**The metal 1 layer**

The bar under the picture is 20 µm long. Supply wires on this layer in grey.
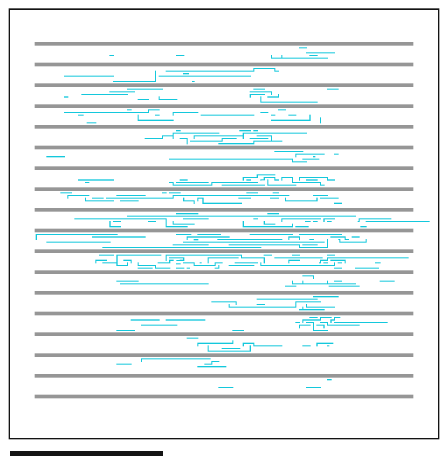
**M2 wires**

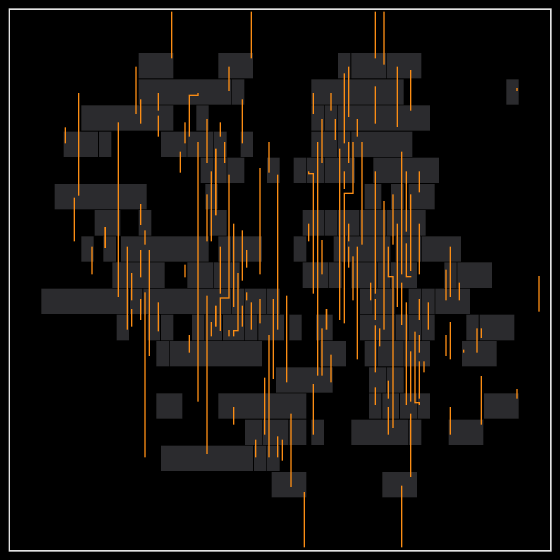
**Met3 routing**

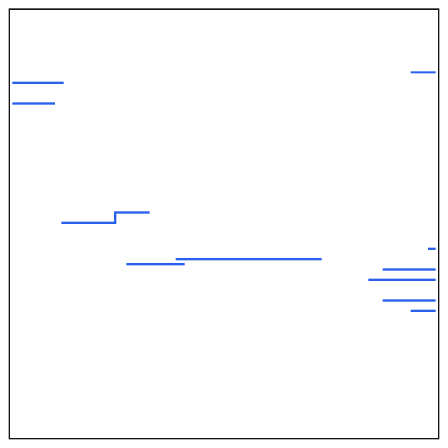
**Wiring heat map**

The die is cut into 11 by 11 equal tiles; dark blue is low, red is high, scaled to the fullest tile. Values are wire area over tile area, all layers added.
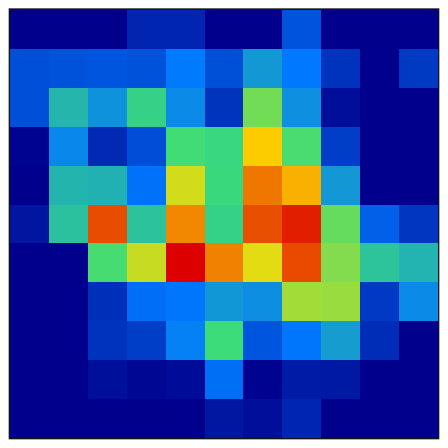
**Routing congestion**

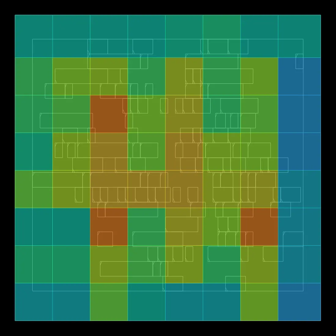
==> config.mk <==
export PLATFORM = sky130hd
export DESIGN_NAME = bus_arbiter
export DESIGN_NICKNAME = d
export VERILOG_FILES = /design/src/rtl/bus_arbiter_pkg.sv /design/src/rtl/bus_arb_rr_pick.sv /design/src/rtl/bus_arbiter.sv
export SDC_FILE = /design/constraint.sdc
export NUM_CORES = 1
export LEC_CHECK = 0
export ABC_AREA = 1
export CORE_MARGIN = 3
export CORE_UTILIZATION = 28
export CTS_CLUSTER_DIAMETER = 80
export DETAILED_ROUTE_END_ITERATION = 12
export PLACE_DENSITY = 0.46
export SYNTH_ARGS = -nofsm -noshare
export SYNTH_HDL_FRONTEND = slang
export SYNTH_SLANG_ARGS = --single-unit
==> constraint.sdc <==
create_clock -name clk -period 1.8 [get_ports clk]
set_clock_uncertainty 0.1 [all_clocks]
set_input_delay 0.27 -clock clk [delete_from_list [all_inputs] [get_ports clk]]
set_output_delay 0.27 -clock clk [all_outputs]
set_load 0.02 [all_outputs]
==> results_dict.tcl <==
# collected from the flow reports
set metrics [dict create \
    min_path_type "input pin to async pin" \
    clkLatencyLatePin_ns 0.26 \
    die_y_um 56.1 \
    synth_cell_type_count 25 \
    finalSetupViolCount 0 \
    ys.warnings.count 0 \
    ys_chip_area_um2 703 \
    coreArea_um2 2300 \
    syn_area_per_cell_um2 7.40 \
    crit_fanout 2 \
    mostFrequentLayoutCell "nand2_1" \
    holdBufCountCts 0 \
    gp_congestion 0.866 \
    postSynthSeqShare 0.367 \
    crit_chain "clkdlybuf4s50_1" \
    fin_ws_ns 0.0442 \
    numSynthFlops 10 \
    required_ns 1.43 \
    htreeDepth 1 \
    vias_per_cell 4.41 \
    grt_pass1_wl_um 2760 \
    end_kind "output port" \
    fmax_mhz 570 \
    irDropWorstVdd_v 0.000856 \
    die_area_um2 3150 \
    tns_ns 0 \
    crit_buf_inv 1 \
    layout.cells.non_filler 148 \
    synth.cell_area_um2 703 \
    grt-ovfl-total 0 \
    slew_viol_final 0 \
    synth_top_area_share 0.224 \
    startpoint_type "register" \
    fin_crit_ns 1.76 \
    warning_count 28 \
    rsz0062_at_grt "yes" \
    critPathArrivalTime_ns 1.39 \
    diodes 0 \
    dp_slack_ns -0.0580 \
    grt_max_degree 11 \
    placed_cell_area_um2 918 \
    yosysTopAreaCell "dfstp_2" \
    ys_cells 95 \
    antenna_found_initial 0 \
    dp.cells 143 \
    clk_path_buf_depth 2 \
    cts_tree "done" \
    place_hpwl_um 1310 \
    ioPinCount 14 \
    area_growth_pct 43.6 \
    most-common-layout-cells "26 x nand2_1, 16 x inv_1, 12 x clkdlybuf4s50_1, 10 x buf_4, 6 x dfstp_2" \
    io_buffers 12 \
    powerDensity_nw_per_um2 2000 \
    design_area_um2 1010 \
    cpPeakStageDelay_ns 0.60 \
    power_leakage_nw 0.505 \
    die_w_um 56.1 \
    r2r_cells 9 \
    path_delay_family "buffers and inverters" \
    syn_nets 103 \
    setup.worst_path.class "register to output port" \
    outcome "complete, no violations" \
    cts_made_buffers 3 \
    drc_errors 0 \
    largest_reg_flops 4 \
    ys_top_cells_by_area "dfstp_2 22%, nand2_1 14%, dfrtp_1 14%, inv_1 9.6%, nand3_1 5.7%" \
    nFillCells 231 \
    clk_pin_slew_ns 0.07 \
    drive_gt1_frac 0.342 \
    initial_utilization 0.306 \
    reg2reg_slack_ns 0.05 \
    num_rows 17 \
    ctsRootBufferMaster "clkbuf_4" \
    finalHoldViolations 0 \
    netlist_instances 95 \
    drv_cap 0 \
    detailedRoute.firstPassIterationCount 4 \
    cp.depth 1 \
    final_nets 129 \
    slowest_stage "clkdlybuf4s50_1" \
    drtIter0Drc 13 \
    cts.sinks 10 \
    final_antenna_net_count 0 \
    holdWs_ns 0.173 \
    grt_pass1_vias 613 \
    period_used_share 0.975 \
]
Back to the opening pictures, 'the metal 1 layer':
The longest straight run is 29.9 µm. The wires run mostly horizontal. The layer holds 50% of the routed length.
GR Util met1: 0.158
vias: 653

Back to the opening pictures, 'M2 wires':
The wires run mostly vertical. 105 nets have wire on it. The layer carries 714 µm of wire. The layer holds 44% of the routed length. The longest straight run is 26.9 µm.
met2 Use GR: 0.157
final wirelength: 1630 µm

Back to the opening pictures, 'met3 routing':
The layer holds 4.9% of the routed length. The longest straight run is 18.9 µm. The layer carries 79.1 µm of wire. 10 nets have wire on it.
global-route met3 utilization: 0.0162

Back to the opening pictures, 'wiring heat map':
The densest ninth of the die: centre. The mean over all tiles is 0.081. 17% of the tiles are over half the peak. 31% of the tiles are nearly empty. The fullest tile reaches 0.34. The emptiest ninth of the die: south-west.
wire per inst: 11.0 µm
total global-route track usage: 0.111

Back to the opening pictures, 'routing congestion':
GR peak layer: met1
Core Util, Final: 0.440

[cell families (layout without fill, tap and decap cells)]
group / count (synthesis) / count (layout) / share of synthesized area
and+or+nand+nor: 44 / 44 / 0.290
DFF: 10 / 10 / 0.367
AOI/OAI and AO/OA: 17 / 17 / 0.185
buffers and inverters: 21 / 46 / 0.117
other: 1 / 1 / 0.00533
adders and majority gates: 2 / 2 / 0.0356
[final cells by class]
class	count	area [µm²]	area share
Tap cell	28	35.0	0.0347
Multi-Input combinational cell	64	419	0.415
Clock buffer	4	26.3	0.0260
Inverter	20	75.1	0.0743
Sequential cell	10	259	0.257
Timing Repair Buffer	22	195	0.193
[per-layer routing]
metal | routed length, µm | global-route usage
met5 | 0 | 0
met4 | 18 | 0.0610
met3 | 79 | 0.0162
met2 | 713 | 0.157
met1 | 815 | 0.158
[cells in the mapped netlist, drive strengths merged]
library cell,instances
nand3,8
ha,2
nor2,4
o31ai,1
dfrtp,4
o211ai,1
nand2,30
buf,1
a21oi,2
o21bai,3
dfstp,6
conb,1
o21ai,9
inv,20
nand4,2
o21a,1
[per-stage QoR]
stage,utilization,power (mW)
after global placement,0.400,1.71
after detailed placement,0.400,1.71
after CTS,0.420,1.92
after floorplan,-,1.25
final,0.440,2.02
after global routing,0.440,2.20
[where the power goes]
| part | internal (mW) | leakage (nW) | total [mW] | switching [mW] |
|---|---|---|---|---|
| sequential | 0.384 | 0.108 | 0.492 | 0.108 |
| combinational | 0.619 | 0.382 | 1.37 | 0.746 |
| clock | 0.0856 | 0.0150 | 0.161 | 0.0756 |
| total | 1.09 | 0.505 | 2.02 | 0.929 |
[timing repair]
item	4_1_cts	5_1_grt
resized	3	11
pin swaps	2	7
endpoints found under the setup margin	7	7
endpoints found under the hold margin	0	0
setup buffers	0	1
Power is estimated from default activity; no workload was simulated.
